==> images/clock_wires.png <==
Bar = 20 microns.
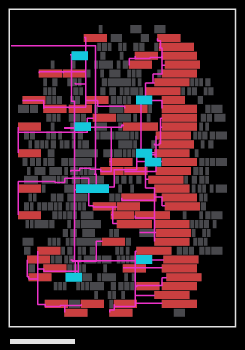
==> images/layers.png <==
Bar = 20 microns. Two of the layers only.
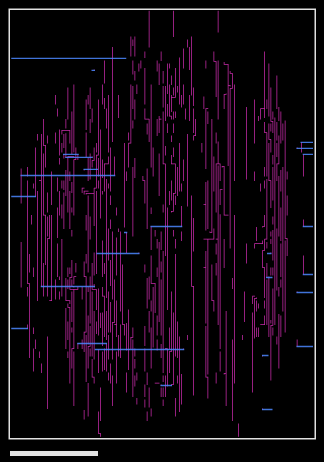
==> images/class_map.png <==
Fill, decap, tap and diode cells in grey.
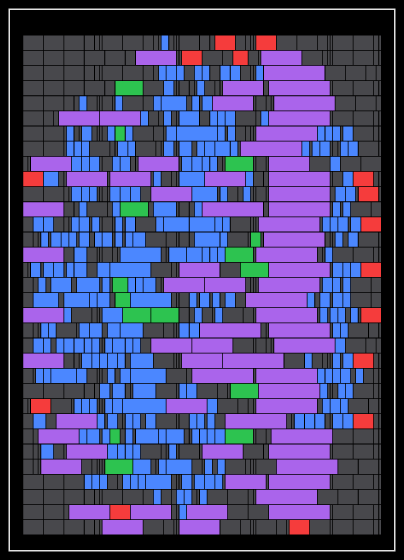
==> images/ff_map.png <==
Bar = 20 microns. Other sequential cells in the stronger grey, the rest of the logic in the fainter grey.
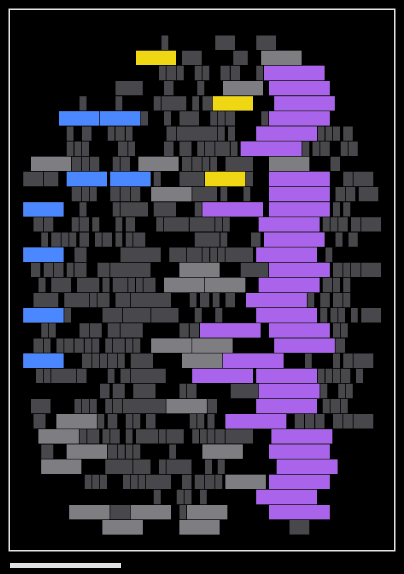
### config.mk
export PLATFORM = sky130hd
export DESIGN_NAME = uart_rx_fifo
export DESIGN_NICKNAME = d
export VERILOG_FILES = /design/src/rtl/uart_rx_fifo.sv
export SDC_FILE = /design/constraint.sdc
export NUM_CORES = 1
export LEC_CHECK = 0
export ABC_AREA = 1
export CAP_MARGIN = 40
export CORE_AREA = 2 2 67 95
export CTS_BUF_LIST = sky130_fd_sc_hd__clkbuf_8
export CTS_CLUSTER_SIZE = 30
export DETAILED_ROUTE_END_ITERATION = 16
export DIE_AREA = 0 0 69 97
export PLACE_DENSITY_LB_ADDON = 0.25
export RECOVER_POWER = 25
export SYNTH_ARGS = -nofsm -noshare
export SYNTH_HDL_FRONTEND = slang
export SYNTH_SLANG_ARGS = --single-unit
### constraint.sdc
create_clock -name clk -period 3.41 [get_ports clk]
set_input_delay 0.682 -clock clk [delete_from_list [all_inputs] [get_ports clk]]
set_output_delay 0.682 -clock clk [all_outputs]
set_load 0.01 [all_outputs]
### src/rtl/uart_rx_fifo.sv
// ---------------------------------------------------------------------------
// uart_rx_fifo
//
// Receives 8N1 UART bytes from an asynchronous line. Each good byte is pushed
// into a small circular FIFO and offered to a consumer over valid/ready.
//
// Handshake: a byte transfers on every rising clk edge where data_valid_out
// and data_ready_in are both high. data_out holds the FIFO head and stays
// stable while data_valid_out is high and the head has not been popped.
//
// Ports:
//   clk            in   system clock, rising edge
//   rst_n          in   synchronous active-low reset
//   rx             in   asynchronous UART line, idle high
//   data_out       out  [7:0] byte at the FIFO head (0 while empty)
//   data_valid_out out  FIFO non-empty
//   data_ready_in  in   consumer accepts the head byte
//   frame_err      out  one-cycle pulse on a bad stop bit
//   overflow       out  sticky; a byte was dropped because the FIFO was full
// ---------------------------------------------------------------------------
module uart_rx_fifo #(
    parameter int CLKS_PER_BIT = 174,
    parameter int FIFO_DEPTH   = 4
) (
    input  logic       clk,
    input  logic       rst_n,
    input  logic       rx,
    output logic [7:0] data_out,
    output logic       data_valid_out,
    input  logic       data_ready_in,
    output logic       frame_err,
    output logic       overflow
);

    localparam int CW = (CLKS_PER_BIT > 1) ? $clog2(CLKS_PER_BIT) : 1;
    localparam int PW = (FIFO_DEPTH > 1) ? $clog2(FIFO_DEPTH) : 1;
    localparam int NW = PW + 1;

    localparam logic [CW-1:0] CNT_LAST = CW'(CLKS_PER_BIT - 1);
    localparam logic [CW-1:0] CNT_MID  = CW'((CLKS_PER_BIT - 1) / 2);
    localparam logic [NW-1:0] CNT_FULL = NW'(FIFO_DEPTH);

    typedef enum logic [2:0] {
        S_IDLE,
        S_START,
        S_DATA,
        S_STOP,
        S_RECOVER
    } state_t;

    // ------------------------------------------------------------------
    // Input synchronizer; both flops reset to the idle line level
    // ------------------------------------------------------------------
    logic sync1;
    logic rxs;

    always_ff @(posedge clk) begin
        if (!rst_n) begin
            sync1 <= 1'b1;
            rxs   <= 1'b1;
        end else begin
            sync1 <= rx;
            rxs   <= sync1;
        end
    end

    // ------------------------------------------------------------------
    // Receiver FSM
    // ------------------------------------------------------------------
    state_t        state;
    logic [CW-1:0] cnt;
    logic [2:0]    bit_idx;
    logic [7:0]    shreg;

    // The stop bit is sampled on this edge; a high line completes the byte.
    logic stop_sample;
    logic push;

    assign stop_sample = (state == S_STOP) && (cnt == CNT_LAST);
    assign push        = stop_sample && rxs;

    always_ff @(posedge clk) begin
        if (!rst_n) begin
            state     <= S_IDLE;
            cnt       <= '0;
            bit_idx   <= '0;
            shreg     <= '0;
            frame_err <= 1'b0;
        end else begin
            frame_err <= 1'b0;
            case (state)
                S_IDLE: begin
                    if (!rxs) begin
                        state <= S_START;
                        cnt   <= '0;
                    end
                end
                S_START: begin
                    if (cnt == CNT_MID) begin
                        if (rxs) begin
                            // Too short to be a start bit
                            state <= S_IDLE;
                        end else begin
                            state   <= S_DATA;
                            cnt     <= '0;
                            bit_idx <= '0;
                        end
                    end else begin
                        cnt <= cnt + CW'(1);
                    end
                end
                S_DATA: begin
                    if (cnt == CNT_LAST) begin
                        // LSB arrives first, so shift right into bit 7
                        shreg   <= {rxs, shreg[7:1]};
                        cnt     <= '0;
                        bit_idx <= bit_idx + 3'd1;
                        if (bit_idx == 3'd7) begin
                            state <= S_STOP;
                        end
                    end else begin
                        cnt <= cnt + CW'(1);
                    end
                end
                S_STOP: begin
                    if (cnt == CNT_LAST) begin
                        cnt <= '0;
                        if (rxs) begin
                            state <= S_IDLE;
                        end else begin
                            frame_err <= 1'b1;
                            state     <= S_RECOVER;
                        end
                    end else begin
                        cnt <= cnt + CW'(1);
                    end
                end
                S_RECOVER: begin
                    // Hold off until the line returns high so a break
                    // condition cannot start a phantom frame.
                    if (rxs) begin
                        state <= S_IDLE;
                    end
                end
                default: begin
                    state <= S_IDLE;
                end
            endcase
        end
    end

    // ------------------------------------------------------------------
    // Byte FIFO
    // ------------------------------------------------------------------
    logic [7:0]    mem [FIFO_DEPTH];
    logic [PW-1:0] wr_ptr;
    logic [PW-1:0] rd_ptr;
    logic [NW-1:0] count;
    logic          full;
    logic          pop;
    logic          do_push;

    assign full    = (count == CNT_FULL);
    assign pop     = data_valid_out && data_ready_in;
    // A pop in the same cycle frees the slot the push needs.
    assign do_push = push && (!full || pop);

    // Storage is not reset; data_out masks it while empty.
    always_ff @(posedge clk) begin
        if (do_push) begin
            mem[wr_ptr] <= shreg;
        end
    end

    always_ff @(posedge clk) begin
        if (!rst_n) begin
            wr_ptr   <= '0;
            rd_ptr   <= '0;
            count    <= '0;
            overflow <= 1'b0;
        end else begin
            if (do_push) begin
                wr_ptr <= wr_ptr + PW'(1);
            end
            if (pop) begin
                rd_ptr <= rd_ptr + PW'(1);
            end
            case ({do_push, pop})
                2'b10:   count <= count + NW'(1);
                2'b01:   count <= count - NW'(1);
                default: count <= count;
            endcase
            if (push && full && !pop) begin
                overflow <= 1'b1;
            end
        end
    end

    assign data_valid_out = (count != '0);
    assign data_out       = data_valid_out ? mem[rd_ptr] : 8'h00;

endmodule

==> run summary <==
tapcell count - 70
clock-pin slew on the worst setup and hold paths - 0.07 ns
I/O Buffers - 14
outcome - finished, final reports clean
fin worst setup slack - 0.707 ns
Top cell excl fill/tap - nor2_1
Max Used Layer - met4
Non-Filler Instances - 443
fraction of layout cells with a size suffix above 1 - 12.6%
pin count of the biggest net entering global routing - 23
grt ovf - 0
fp util - 54.5%
H-tree levels - 3
maximum vdd drop - 0.365 mV
Worst Tran Pin Value - 0.723 ns
Non-CTS buffers - 15
Tcrit/Tclk final - 79.3%
top flop regs - mem (32), cnt (8), shreg (8)
Setup Skew - 0.00787 ns
Data required, critical path - 2.73 ns
area of the die - 6690 sq um
CP delay by family, top - buffers and inverters
initial antenna violation count - 0
Post-synth EDFFs - 32
Hold Path Sink - rxs
Seq pwr share - 43.1%
DRT Pass-1 Iters - 4
Back to the opening pictures, clock_wires.png:
Key: cyan = clock-net drivers [count 9]; magenta = clock wires [length 739 microns]; red = flip-flops [count 67]
There are 10 routed clock nets.

Back to the opening pictures, layers.png:
Key: magenta = M2 [wire length 3,080 microns]; blue = M3 [wire length 149 microns]

Back to the opening pictures, class_map.png:
Key: blue = remaining logic cells [cells 276, share of their area 42%]; green = clock drivers and dummy loads [cells 15, share of their area 4.9%]; red = remaining buffers and delay cells [cells 15, share of their area 4.3%]; purple = registers [cells 67, share of their area 48%]
Core Util, Final: 60.8%
Final Instance Area: 3510 sq um

Back to the opening pictures, ff_map.png:
Key: blue = `cnt` [sequential cells 8]; yellow = `count` [sequential cells 3]; purple = `mem` [sequential cells 32, where a column on the right]
Another 24 sequential cells are not coloured.
sequential cell area share: 47.3%
Reg area: 1660 sq um
P_seq: 960 uW

Power figures rest on the tool's default switching activity, not on a simulated workload.
